Figure 1. Cell density map (run 1).
30 x 31 tiles, from black (low) to pale yellow (high), 0 to 100% covered.
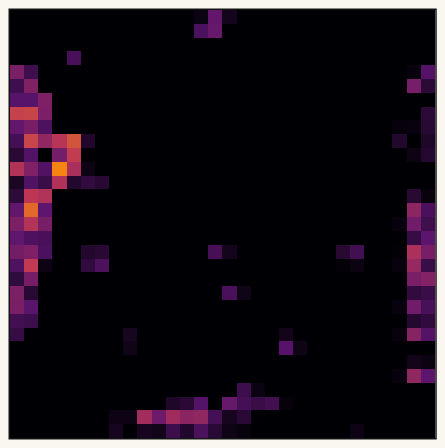
Figure 2. Wires at chosen ports, followed through buffers (run 1).
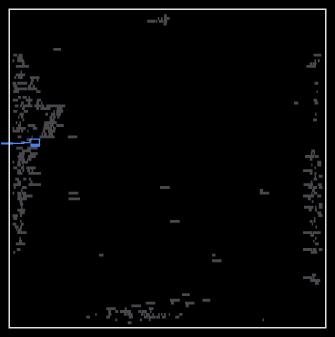
Figure 3. Placement view (run 1).
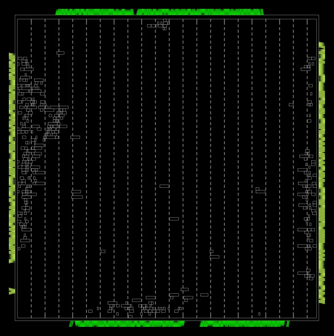
==> config.mk <==
export PLATFORM = sky130hd
export DESIGN_NAME = mem_arbiter
export DESIGN_NICKNAME = d
export VERILOG_FILES = /design/src/rtl/mem_arb_pkg.sv /design/src/rtl/mem_beat_counter.sv /design/src/rtl/mem_arbiter.sv
export SDC_FILE = /design/constraint.sdc
export NUM_CORES = 1
export LEC_CHECK = 0
export ABC_AREA = 1
export CAP_MARGIN = 20
export CORE_AREA = 2 2 302 304
export DETAILED_ROUTE_END_ITERATION = 10
export DIE_AREA = 0 0 304 306
export GPL_ROUTABILITY_DRIVEN = 0
export PLACE_DENSITY = 0.3
export SKIP_LAST_GASP = 1
export SYNTH_ARGS = -nofsm -noshare
export SYNTH_HDL_FRONTEND = slang
export SYNTH_SLANG_ARGS = --single-unit
==> constraint.sdc <==
create_clock -name clk -period 1.1 [get_ports clk]
set_input_delay 0.11 -clock clk [delete_from_list [all_inputs] [get_ports clk]]
set_output_delay 0.11 -clock clk [all_outputs]
set_load 0.01 [all_outputs]
==> out/metrics.cfg, run 1 <==
[detailed_routing]
post_drt_wl_per_cell_um = 12.6
via_per_inst = 1.71
remaining_drc_errors = 0
routed_wirelength_um = 19400

[cts]
cts_sinks = 35
cts_tree = done
path_clk_slew_ps = 70
clockRootBuffer = clkbuf_16

[yosys]
yosys_cells = 623
ys.flops = 35
syn_inst = 623
ys_sh_adder_pct = 0.260
synth-area-yosys_um2 = 4820
yosys_warnings = 0
synthAoiAreaFrac_pct = 4.67

[finish]
largest_reg_flops = 28
inverters = 13
flop-count = 35
fin_area_um2 = 4840
seq_area_um2 = 877

[critical_path]
cp.depth = 7
worst-setup-path-type = reg2reg
cp_max_fo = 22
critPathSlowestCell = dfrtp_1
slowest_delay_ps = 420

[timing]
fin_ws_ps = -443
setup_viol_count_final = 41
rsz0062_at_grt = true
finClkSkew_ps = 9.48
maxSlewViolCount = 0
hold_violations = 0
fin_setup_tns_ps = -15470

[worst_hold_path]
hold_depth = 0

[power]
comb_power_share_pct = 47.1

[job]
maxCapViolCount = 0
tool_warnings = 29

[grt]
track_usage_pct = 3.82
grt_max_degree = 45

[run_status]
violations = negative setup slack
run_status = complete, but fails checks

About Figure 1:
emptiest ninth of the die: center
fullest tile: 73%
mean over tiles: 3.6%
densest ninth of the die: west
nearly empty tiles: 83%
core area: 89600 µm²
Finished Core Util: 5.40%

About Figure 2:
[blue] `mem_req_rw` | bits: 1 | direction: output | edge: west | end cells: 1 | buffers: 1 | wire: 37.9 µm
Ports: 782
Buffers on Ports: 106

About Figure 3:
FILL cells: 10600
flop share of the area: 18.1%
Rows: 110
Tap Count: 1176

==> run 1: power groups by stage <==
stage / combinational [W] / clock, W / sequential, W
after floorplan: 0.00263 / 0 / 0.00253
after global placement: 0.00376 / 0 / 0.00229
after detailed placement: 0.00377 / 0 / 0.00231
after CTS: 0.00370 / 0.00216 / 0.00230
after global routing: 0.00414 / 0.00217 / 0.00238
final: 0.00377 / 0.00194 / 0.00229
==> run 1: cell usage after synthesis, types with 2 or more instances <==
library cell  instances  area [µm²]
buf_2                 5        25.0
buf_4               408        3060
buf_6                 2        22.5
dfrtp_1              35         876
inv_1                13        48.8
nand2_1              81         304
nand3_1              30         150
nand4_1               2        12.5
nor2_1                9        33.8
o21a_1               28         210
==> run 1: layout by cell type, fill, tap and decap left out <==
cell and n:
nor2_1 2, buf_4 23, inv_2 2, nand4_1 2, a21o_1 1, clkdlybuf4s15_2 2
dfrtp_2 1, o21a_1 28, buf_6 11, clkdlybuf4s50_1 67, nand2_2 5, bufinv_16 1
dfrtp_1 34, buf_12 8, nor2_2 3, nand3_4 1, nor2_4 6, nor3b_2 1
dlygate4sd3_1 1, inv_6 1, o21bai_1 1, inv_1 11, nand2_4 4, clkinv_4 1
clkbuf_2 8, ha_1 1, conb_1 3, nand2_1 72, buf_2 14, nand3_1 29
clkdlybuf4s15_1 7, nand2_8 1, clkbuf_16 6, nand3b_1 1
==> run 1: metal layers <==
| layer | global-route usage, % | vias to the layer above | wire (µm) |
|---|---|---|---|
| li1 | - | 977 | - |
| met1 | 2.92 | 1115 | 5760 |
| met2 | 5.02 | 363 | 7630 |
| met3 | 3.39 | 172 | 3410 |
| met4 | 5.26 | 0 | 2610 |
| met5 | 0.103 | - | 0 |
==> inputs of run 2 (changes only) <==
CORE_AREA = 2 2 308 310   (was 2 2 302 304)
DIE_AREA = 0 0 310 312   (was 0 0 304 306)
DONT_BUFFER_PORTS = 1   (was unset)
Figure 4. Wires at chosen ports, followed through buffers (run 2).
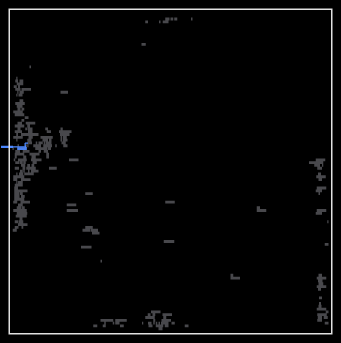
[blue] `mem_req_rw` | bits: 1 | direction: output | edge: west | end cells: 1 | buffers: 0 | wire: 23.1 µm
Buffers on Ports: 0

Figure 5. M3 wires (run 2).
The bar under the picture is 100 µm long.
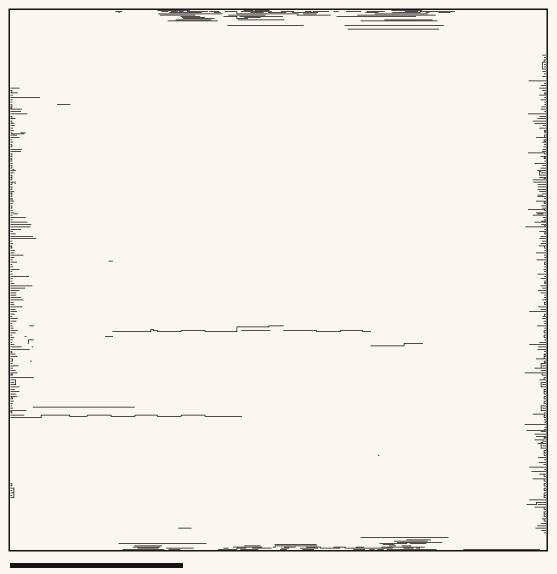
wire length on this layer: 3130 µm
longest straight run: 58.7 µm
main direction: horizontal
vias: 2428
Routed Wire Length: 19400 µm

==> run 2 against run 1 <==
Compared with the run above: the run still ends with negative setup slack left; global-route usage barely moved; cell count rose by 0.91%; hold slack got worse by 190 ps; sequential share of layout area rose by 1.4 points; critical endpoint is now mem_req_addr[11]$_DFFE_PN0P_.
==> out/metrics.cfg, run 2 <==
[placement]
post-place-cells = 1490

[floorplan]
coreArea_um2 = 93000  ; +3.9%
io_pins = 782  ; unchanged
die_width_um = 310
num_rows = 112  ; +1.8%

[detailed_routing]
dr_wl_met3_um = 3130  ; -8.4%
post_drt_wl_per_cell_um = 12.6  ; -0.73%
wl_met2_um = 8680  ; +14%
highest_layer = met4
via_per_inst = 1.57  ; -8.4%

[critical_path]
slowest_delay_ps = 390  ; -30 ps
worst-setup-path-type = reg2reg
r2r_slack_ps = -420
cp_max_fo = 11  ; -50%
critPathSlowestCell = dfrtp_1

[run_status]
violations = negative setup slack
run_status = complete, but fails checks

[cts]
cts_sinks = 35  ; unchanged
cts_tree = done
path_clk_slew_ps = 70  ; about the same

[yosys]
synth-area-yosys_um2 = 4820  ; unchanged
syn_inst = 623  ; unchanged
ys_types = 20
most_common_cell = buf_4
yosys_warnings = 0  ; unchanged
synthFlopType = dfrtp_1
yosys.area.top_type_share_pct = 63.6  ; unchanged
async_reset_ff_share_pct = 100
yosys_cells = 623  ; unchanged
topCellsByArea = buf_4 64%, dfrtp_1 18%, nand2_1 6.3%
synthTopCellsByCount = 408 x buf_4, 81 x nand2_1, 35 x dfrtp_1, 30 x nand3_1, 28 x o21a_1

[finish]
final_common_cell = nand2_1
largest_reg_flops = 28  ; unchanged
mostFrequentLayoutCells = 75 x nand2_1, 35 x dfrtp_1, 28 x o21a_1

[grt]
track_usage_pct = 3.87  ; +0.043 points
grt_max_degree = 36  ; -20%

[timing]
maxSlewViolCount = 0  ; unchanged
setup_viol_count_final = 43  ; +4.9%
finClkSkew_ps = 18.6  ; +9.10 ps
fin_ws_ps = -420  ; +23.3 ps
hold_violations = 0  ; unchanged
rsz0062_at_grt = true

[power]
peakVddDrop_mv = 0.650

[job]
tool_warnings = 29  ; unchanged
maxCapViolCount = 0  ; unchanged

[worst_hold_path]
hold_depth = 3  ; +3

Figure 6. Placement view (run 2).
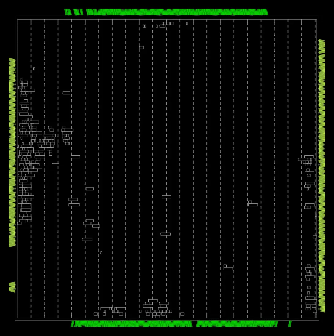
flip-flops: 35
flop share of the area: 19.5%
Finished Core Util: 4.82%
Tap Count: 1254

run 2: area by class of cell:
type                       instances  area (µm²)
antenna                            3        7.51
tap                             1254        1570
sequential                        35         876
clock buffer                       5         125
clock inverter                     3        46.3
timing repair buffer              75         897
fill                           11100       88600
multi-input combinational        161         912
inverter                          13        48.8
run 2: per-layer routing:
metal / GRT usage [%] / vias to the layer above
met5: 0 / -
met4: 4.03 / 0
met3: 2.85 / 159
met2: 5.82 / 389
met1: 3.15 / 1029
li1: - / 851
run 2: logic make-up after synthesis:
| family | share of synthesized area, % |
|---|---|
| AND/OR/NAND/NOR | 11.2 |
| adder cells (fa/ha/maj) | 0.260 |
| AND-OR/OR-AND | 4.67 |
| other | 0.0778 |
| flip-flops | 18.2 |
| buffers and inverters | 65.6 |
run 2: timing repair:
item,CTS,global route
pin swaps,7,6
gates cloned,6,0
endpoints found under the setup margin,41,43
hold buffers,27,0
endpoints found under the hold margin,51,0
gates resized,32,23
setup buffers,16,6
run 2: through the flow:
| step | total power, W | TNS, ps | util (%) | cell area, µm² | hold slack (ps) |
|---|---|---|---|---|---|
| 5_1_grt | 0.00801 | -18640 | 4.81 | 4480 | 18.8 |
| 6_report | 0.00739 | -14780 | 4.82 | 4480 | 33.5 |
| 3_5_place_dp | 0.00475 | -12830 | 3.81 | 3540 | -184 |
| 3_3_place_gp | 0.00469 | -11710 | 3.81 | 3540 | -184 |
| 2_1_floorplan | 0.00516 | -1470 | - | 4840 | -186 |
| 4_1_cts | 0.00764 | -16620 | 4.76 | 4430 | 2.21 |
run 2: power breakdown:
group	total, W	switching, W	internal (W)
clock	0.00187	0.000791	0.00108
sequential	0.00269	0.000778	0.00191
combinational	0.00282	0.00134	0.00149
run 2: worst min-delay path: stages:
cell and delay (ps):
nand2_1 30, nand3_1 70, o21a_1 110
Power figures rest on the tool's default switching activity, not on a simulated workload.
